`src/rtl/pong_adc_pkg.sv`:
```
// Shared types, default position limits and the clamp helper for the RC-timing paddle ADC.
package pong_adc_pkg;

    typedef enum logic [2:0] {
        IDLE   = 3'd0,
        DISCH  = 3'd1,
        CHARGE = 3'd2,
        SCALE  = 3'd3,
        DONE   = 3'd4
    } state_t;

    localparam int unsigned POS_MIN_DEF  = 0;
    localparam int unsigned POS_MAX_DEF  = 400;
    localparam int unsigned POS_INIT_DEF = 240;

    // Limit v to the closed range [lo, hi]; all operands unsigned.
    function automatic logic [31:0] clamp_u(input logic [31:0] v,
                                            input logic [31:0] lo,
                                            input logic [31:0] hi);
        if (v < lo)
            return lo;
        else if (v > hi)
            return hi;
        else
            return v;
    endfunction

endpackage

```
`src/rtl/pong_rc_adc_if.sv`:
```
// Pin and game-side signal bundle of the paddle ADC.
// slave is the ADC's view, master is the view of whoever drives start and the comparators.
interface pong_rc_adc_if #(
    parameter int NCH = 2,
    parameter int PW  = 10
);
    logic              start;
    logic [NCH-1:0]    cmp_in;
    logic [NCH-1:0]    dischg_out;
    logic [NCH*PW-1:0] pos;
    logic              pos_valid;
    logic [NCH-1:0]    fault;
    logic              busy;

    modport slave (
        input  start,
        input  cmp_in,
        output dischg_out,
        output pos,
        output pos_valid,
        output fault,
        output busy
    );

    modport master (
        output start,
        output cmp_in,
        input  dischg_out,
        input  pos,
        input  pos_valid,
        input  fault,
        input  busy
    );
endinterface

```
`src/rtl/pong_rc_adc_chan.sv`:
```
// One paddle channel: comparator synchroniser, capture of the trip count,
// stuck/timeout flags and the scaled, clamped position candidate.
module rc_adc_chan
    import pong_adc_pkg::*;
#(
    parameter int          CW      = 16,
    parameter int          PW      = 10,
    parameter int          SHIFT   = 6,
    parameter int unsigned POS_MIN = POS_MIN_DEF,
    parameter int unsigned POS_MAX = POS_MAX_DEF
) (
    input  logic          clk,
    input  logic          rst,
    input  logic          cmp_in,
    input  state_t        state,
    input  logic [CW-1:0] counter,
    input  logic          disch_last,   // last DISCH cycle
    input  logic          charge_last,  // CHARGE cycle with counter == MAX_CNT
    output logic          done_now,     // captured earlier or on this cycle
    output logic          fault_flag,
    output logic [PW-1:0] s
);

    logic [1:0]    sync_q;
    logic          cmp_s;
    logic          done_q;
    logic          stuck_q;
    logic          to_q;
    logic [CW-1:0] cnt_q;
    logic          capture;

    assign cmp_s    = sync_q[1];
    assign capture  = (state == CHARGE) && cmp_s && !done_q;
    assign done_now = done_q | capture;

    assign fault_flag = stuck_q | to_q;
    assign s = PW'(clamp_u(32'(cnt_q >> SHIFT), 32'(POS_MIN), 32'(POS_MAX)));

    // Synchronise the comparator, capture the first trip and track the per-frame flags.
    always_ff @(posedge clk) begin
        // NOTE: sequential state uses non-blocking assignments so every flop samples pre-edge values.
        if (rst) begin
            sync_q  <= '0;
            done_q  <= 1'b0;
            stuck_q <= 1'b0;
            to_q    <= 1'b0;
            cnt_q   <= '0;
        end else begin
            sync_q <= {sync_q[0], cmp_in};
            if (state == DISCH && disch_last) begin
                stuck_q <= cmp_s;
                done_q  <= 1'b0;
                to_q    <= 1'b0;
            end else if (state == CHARGE) begin
                if (capture) begin
                    cnt_q  <= counter;
                    done_q <= 1'b1;
                end else if (charge_last && !done_q) begin
                    to_q <= 1'b1;
                end
            end
        end
    end

endmodule

```
`src/rtl/pong_rc_adc.sv`:
```
// Multi-channel RC-timing paddle ADC: shared frame FSM and counter, per-channel
// capture slices, and registered position/fault/valid outputs.
module pong_rc_adc
    import pong_adc_pkg::*;
#(
    parameter int          NCH       = 2,
    parameter int          CW        = 16,
    parameter int          PW        = 10,
    parameter int          DISCH_CYC = 1024,
    parameter int          MAX_CNT   = 65535,
    parameter int          SHIFT     = 6,
    parameter int unsigned POS_MIN   = POS_MIN_DEF,
    parameter int unsigned POS_MAX   = POS_MAX_DEF,
    parameter int unsigned POS_INIT  = POS_INIT_DEF
) (
    input logic           clk,
    input logic           rst,
    pong_rc_adc_if.slave  bus
);

    localparam logic [CW-1:0] DISCH_LAST = CW'(DISCH_CYC - 1);
    localparam logic [CW-1:0] MAX_C      = CW'(MAX_CNT);

    state_t            state_q, state_d;
    logic [CW-1:0]     cnt_q, cnt_d;
    logic              disch_last;
    logic              charge_last;
    logic [NCH-1:0]    done_now;
    logic [NCH-1:0]    flt;
    logic [PW-1:0]     s_ch [NCH];
    logic [NCH*PW-1:0] pos_q;
    logic [NCH-1:0]    fault_q;
    logic              pos_valid_q;

    assign disch_last  = (cnt_q == DISCH_LAST);
    assign charge_last = (state_q == CHARGE) && (cnt_q == MAX_C);

    for (genvar c = 0; c < NCH; c++) begin : g_ch
        rc_adc_chan #(
            .CW      (CW),
            .PW      (PW),
            .SHIFT   (SHIFT),
            .POS_MIN (POS_MIN),
            .POS_MAX (POS_MAX)
        ) u_chan (
            .clk         (clk),
            .rst         (rst),
            .cmp_in      (bus.cmp_in[c]),
            .state       (state_q),
            .counter     (cnt_q),
            .disch_last  (disch_last),
            .charge_last (charge_last),
            .done_now    (done_now[c]),
            .fault_flag  (flt[c]),
            .s           (s_ch[c])
        );
    end

    // State and shared counter registers.
    always_ff @(posedge clk) begin
        if (rst) begin
            state_q <= IDLE;
            cnt_q   <= '0;
        end else begin
            state_q <= state_d;
            cnt_q   <= cnt_d;
        end
    end

    // Frame sequencing: discharge, timed charge, then one cycle each to scale and publish.
    always_comb begin
        // NOTE: defaults first so no path through the case leaves a variable unassigned (no latches).
        state_d = state_q;
        cnt_d   = cnt_q;
        case (state_q)
            IDLE: begin
                cnt_d = '0;
                if (bus.start)
                    state_d = DISCH;
            end
            DISCH: begin
                if (disch_last) begin
                    state_d = CHARGE;
                    cnt_d   = '0;
                end else begin
                    cnt_d = cnt_q + CW'(1);
                end
            end
            CHARGE: begin
                if ((&done_now) || charge_last) begin
                    state_d = SCALE;
                    cnt_d   = '0;
                end else begin
                    cnt_d = cnt_q + CW'(1);
                end
            end
            SCALE:   state_d = DONE;
            DONE:    state_d = IDLE;
            default: state_d = IDLE;
        endcase
    end

    // Publish positions and faults so they, and the valid pulse, appear during DONE.
    always_ff @(posedge clk) begin
        if (rst) begin
            for (int c = 0; c < NCH; c++)
                pos_q[c*PW +: PW] <= PW'(POS_INIT);
            fault_q     <= '0;
            pos_valid_q <= 1'b0;
        end else begin
            pos_valid_q <= (state_q == SCALE);
            if (state_q == SCALE) begin
                fault_q <= flt;
                for (int c = 0; c < NCH; c++)
                    if (!flt[c])
                        pos_q[c*PW +: PW] <= s_ch[c];
            end
        end
    end

    assign bus.dischg_out = (state_q == CHARGE) ? '0 : '1;
    assign bus.busy       = (state_q != IDLE);
    assign bus.pos        = pos_q;
    assign bus.fault      = fault_q;
    assign bus.pos_valid  = pos_valid_q;

endmodule

```
`src/flat_wrapper.sv`:
```
// flat-port wrapper written by rule: the top's interface ports become plain ports
module pong_rc_adc_flat import pong_adc_pkg::*;
#(
    parameter int          NCH       = 2,
    parameter int          CW        = 16,
    parameter int          PW        = 10,
    parameter int          DISCH_CYC = 1024,
    parameter int          MAX_CNT   = 65535,
    parameter int          SHIFT     = 6,
    parameter int unsigned POS_MIN   = POS_MIN_DEF,
    parameter int unsigned POS_MAX   = POS_MAX_DEF,
    parameter int unsigned POS_INIT  = POS_INIT_DEF
)
  (clk, rst, bus_start, bus_cmp_in, bus_dischg_out, bus_pos, bus_pos_valid, bus_fault, bus_busy);
  pong_rc_adc_if #(.NCH(NCH), .PW(PW)) bus_i ();
  input logic clk;
  input logic rst;
  input wire logic [$bits(bus_i.start)-1:0] bus_start;
  input wire logic [$bits(bus_i.cmp_in)-1:0] bus_cmp_in;
  output wire logic [$bits(bus_i.dischg_out)-1:0] bus_dischg_out;
  output wire logic [$bits(bus_i.pos)-1:0] bus_pos;
  output wire logic [$bits(bus_i.pos_valid)-1:0] bus_pos_valid;
  output wire logic [$bits(bus_i.fault)-1:0] bus_fault;
  output wire logic [$bits(bus_i.busy)-1:0] bus_busy;
  assign bus_i.start = bus_start;
  assign bus_i.cmp_in = bus_cmp_in;
  assign bus_dischg_out = bus_i.dischg_out;
  assign bus_pos = bus_i.pos;
  assign bus_pos_valid = bus_i.pos_valid;
  assign bus_fault = bus_i.fault;
  assign bus_busy = bus_i.busy;
  pong_rc_adc #(.NCH(NCH), .CW(CW), .PW(PW), .DISCH_CYC(DISCH_CYC), .MAX_CNT(MAX_CNT), .SHIFT(SHIFT), .POS_MIN(POS_MIN), .POS_MAX(POS_MAX), .POS_INIT(POS_INIT)) u_core (.clk(clk), .rst(rst), .bus(bus_i));
endmodule
```
`config.mk`:
```
export PLATFORM = sky130hd
export DESIGN_NAME = pong_rc_adc_flat
export DESIGN_NICKNAME = d
export VERILOG_FILES = /design/src/rtl/pong_adc_pkg.sv /design/src/rtl/pong_rc_adc_if.sv /design/src/rtl/pong_rc_adc_chan.sv /design/src/rtl/pong_rc_adc.sv /design/src/flat_wrapper.sv
export SDC_FILE = /design/constraint.sdc
export NUM_CORES = 1
export LEC_CHECK = 0
export CAP_MARGIN = 20
export CORE_MARGIN = 2
export CORE_UTILIZATION = 60
export CTS_BUF_LIST = sky130_fd_sc_hd__clkbuf_2 sky130_fd_sc_hd__clkbuf_4 sky130_fd_sc_hd__clkbuf_8
export CTS_CLUSTER_DIAMETER = 200
export DETAILED_ROUTE_END_ITERATION = 8
export HOLD_SLACK_MARGIN = 0.06
export PLACE_DENSITY_LB_ADDON = 0.05
export SYNTH_ARGS = -nofsm -noshare
export SYNTH_HDL_FRONTEND = slang
export SYNTH_HIERARCHICAL = 1
export SYNTH_SLANG_ARGS = --single-unit
```
`constraint.sdc`:
```
create_clock -name clk -period 2.7 [get_ports clk]
set_clock_uncertainty 0.15 [all_clocks]
set_input_delay 0.54 -clock clk [delete_from_list [all_inputs] [get_ports clk]]
set_output_delay 0.54 -clock clk [all_outputs]
set_load 0.01 [all_outputs]
```
run_1/ff_map.png
Scale: 4 px per um.
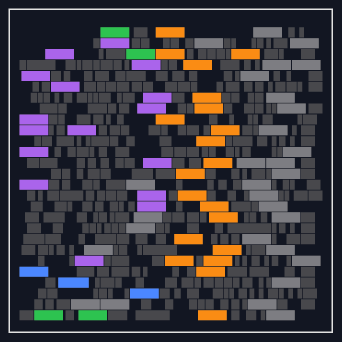
signal	colour	sequential cells
u_core/state_q	blue	3
u_core/g_ch.u_chan/cnt_q	orange	20
u_core/g_ch.u_chan/sync_q	green	4
u_core/cnt_q	purple	16
not coloured	29

run_1/m2.png
Scale: 4 px per um.
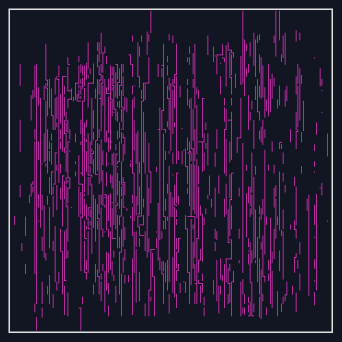
nets with wire on the layer	344
main direction	vertical
wire length on this layer	3650 um

run_1/clock_nets.png
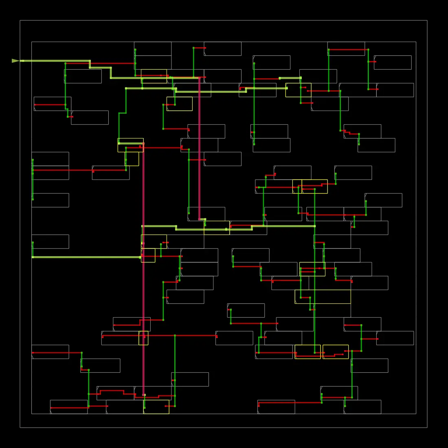
cts bufs inserted: 9
power of the clock network: 0.000868 W
clk sink count: 72

run_1/floorplan.png
Scale: 4 px per um. Pins as bars on the die edge.
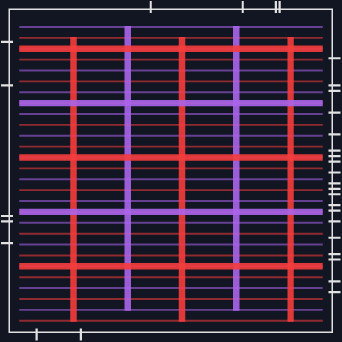
net	colour
VSS	red
VDD	purple
met1 rails	28
rows	27
met5 straps	5

==> run summary, run 1 <==
Notes on the flow run.

- The wire length recorded after detailed routing is just under 8000 um.
- The area fraction in and, or, nand and nor cells is 35.3%, for reference.
- The dominant non-sequential cell family after synthesis is simple AND/OR/NAND/NOR gates, for reference.
- The run finished with clean final reports.
- TritonCTS built the clock tree.
- After synthesis, the share of flip-flops with an asynchronous set or reset is 0%.
- The worst hold-check path type is flip-flop to flip-flop, for reference.
- The root buffer selected by CTS is clkbuf_8, for reference.
- The share of post-route cells with drive strength above 1 is 12.3%, for reference.
- In the placement report, post-DP HPWL is listed as 5120 um.
- The category of the worst setup path launch point is a flip-flop, for reference.
- The first-pass GRT wire length is between 10000 and 15000 um, for reference.
- After synthesis, the netlist uses 53 different library cells.
- After floorplanning, the core was divided into 27 placement rows.
- The upper clock frequency limit is approximately 0.4 GHz, for reference.
- The synthesized-area fraction occupied by xor and xnor cells is between 1 and 1.5%, for reference.
- The synthesized netlist has a Yosys-reported chip area of 0.00350 mm2.
- The count of antenna-violating nets left after detailed routing is 0, for reference.
- Setup repair after global routing left no endpoint under its margin.
- The core utilization before placement is ~63%, for reference.
## run 1: worst max-delay path by stage
stage / from / to / slack [ns] / cells after the start
floorplan: u_core/cnt_q[0] / u_core/g_ch[0].u_chan/stuck_q / 0.54 / 7
global placement: u_core/cnt_q[0] / u_core/g_ch[1].u_chan/stuck_q / 0.27 / 7
detailed placement: u_core/cnt_q[0] / u_core/g_ch[0].u_chan/stuck_q / 0.23 / 7
CTS: u_core/state_q[1] / bus_dischg_out[0] / 0.06 / 2
global route: u_core/state_q[0] / bus_dischg_out[1] / 0.05 / 2
finish: u_core/state_q[0] / bus_dischg_out[0] / 0.16 / 2
## run 1: stage by stage
| step | utilization, % | cells |
|---|---|---|
| final | 72.2 | 503 |
| after global routing | 72.2 | 503 |
| after CTS | 72.1 | 503 |
| after detailed placement | 68.4 | 487 |
| after global placement | 68.4 | 487 |
| after floorplan | - | 405 |
## run 1: routing by layer
layer / wire, um / vias to the layer above / track usage (%) / share of wire, %
met5: 0 / - / 0 / 0
met4: 122 / 0 / 11.2 / 1.6
met3: 481 / 13 / 5.84 / 6.2
met2: 3650 / 114 / 41.8 / 47
met1: 3460 / 1393 / 32.9 / 45
li1: - / 1489 / - / -
## run 1: final cells by class
type | instances | area, um2
fillers | 437 | 1550
repair buffers | 36 | 353
clock buffers | 11 | 151
flip-flops and latches | 72 | 1440
clock inverters | 5 | 55.1
well taps | 72 | 90.1
inverters | 3 | 11.3
multi-input cells | 304 | 1920
## run 1: critical path: cells and delay by family, from the launching register on
kind          cells  cell delay, ns
flops             1            0.69
buf+inv           1            0.54
simple gates      1            0.28
## run 1: power breakdown
| part | internal [W] | switching [W] |
|---|---|---|
| Clock | 0.000473 | 0.000395 |
| Sequential | 0.00107 | 0.0000123 |
| Combinational | 0.0000346 | 0.0000407 |
| Total | 0.00158 | 0.000448 |
## Run 2: what changed since run 1
CAP_MARGIN = unset   (was 20)
run_2/ff_map.png
Scale: 4 px per um.
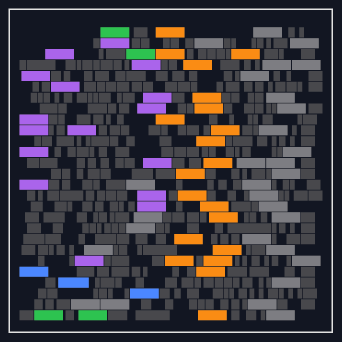
signal	colour	sequential cells
u_core/g_ch.u_chan/sync_q	green	4
u_core/cnt_q	purple	16
u_core/state_q	blue	3
u_core/g_ch.u_chan/cnt_q	orange	20
not coloured	29

==> run summary, run 2 <==
Notes on the flow run.

- The run finished with clean final reports.
- Buffers inserted during clock tree synthesis total 9.
- Per the layout report, the design carries around 440 filler cells.
- The root buffer selected by CTS is clkbuf_8, for reference.
- The clock network accounts for roughly 43% of the total power.
- Sequential cells account for between 50% and 60% of the total power.
- Ranked by power, first place goes to sequential cells.
- For this run, the share of the core covered by cells in the final layout is 72.2%.
- For this run, asynchronously set or reset flops after synthesis account for 0%.
- Counting both buffers and inverters, the worst setup path holds a total of 1.
- In this run the top signal layer used is met4.
- The switching power as a share of total power is roughly 22%, for reference.
- The number of clock sinks is 72, for reference.
- STA classifies the critical path startpoint as a flip-flop.
- The upper clock frequency limit is between 0.3 and 0.4 GHz, for reference.
- The power report lists the combinational group at roughly 0.000075 W.
- On the critical path the largest part of the delay comes from flip-flops.
- The post-route met1 wirelength is about 3500 um, for reference.
- Row generation in the floorplan step produced 27 rows.
- The met3 layer usage reported by global route is about 6%, for reference.
- Before placement the cells fill a little over three fifths of the core.
- The internal portion of the total power is ~0.0016 W.
-- run 2: cell counts in the layout (fill, tap and decap cells not counted) --
Identical to the previous run, type by type.
-- run 2: kinds of logic (layout without fill, tap and decap cells) --
logic type      count (synthesis)  after routing  share of synthesized area, %
compound gates                 85             85                          16.4
xor+xnor                        5              5                          1.25
fa+ha+maj                       1              1                         0.357
buf+inv                        29             55                          4.14
flops                          72             72                          41.2
mux                             4              4                          1.14
other cells                     2              2                         0.214
simple gates                  207            207                          35.3
-- run 2: worst max path at each step --
stage	start	endpoint	slack (ns)	cells after the start
after floorplan	u_core/cnt_q[0]	u_core/g_ch[0].u_chan/stuck_q	0.54	7
after global placement	u_core/cnt_q[0]	u_core/g_ch[1].u_chan/stuck_q	0.27	7
after detailed placement	u_core/cnt_q[0]	u_core/g_ch[0].u_chan/stuck_q	0.23	7
after CTS	u_core/state_q[1]	bus_dischg_out[0]	0.06	2
after global routing	u_core/state_q[0]	bus_dischg_out[1]	0.05	2
final	u_core/state_q[0]	bus_dischg_out[0]	0.16	2
-- run 2: metrics by stage --
step                      power (W)  worst slack (ns)  cell area, um2  cells  hold WS (ns)
after floorplan             0.00116             0.536            3500    405         0.264
after global placement      0.00118             0.269            3810    487         0.267
after detailed placement    0.00118             0.226            3810    487         0.274
after CTS                   0.00204            0.0593            4020    503         0.292
after global routing        0.00209            0.0540            4030    503         0.313
final                       0.00202             0.158            4030    503         0.289
-- run 2: area by class of cell --
class	count	area, um2	area share [%]
repair buffers	36	353	8.77
clock buffers	11	151	3.76
well taps	72	90.1	2.24
flip-flops and latches	72	1440	35.8
inverters	3	11.3	0.280
clock inverters	5	55.1	1.37
multi-input cells	304	1920	47.7
Power figures rest on the tool's default switching activity, not on a simulated workload.
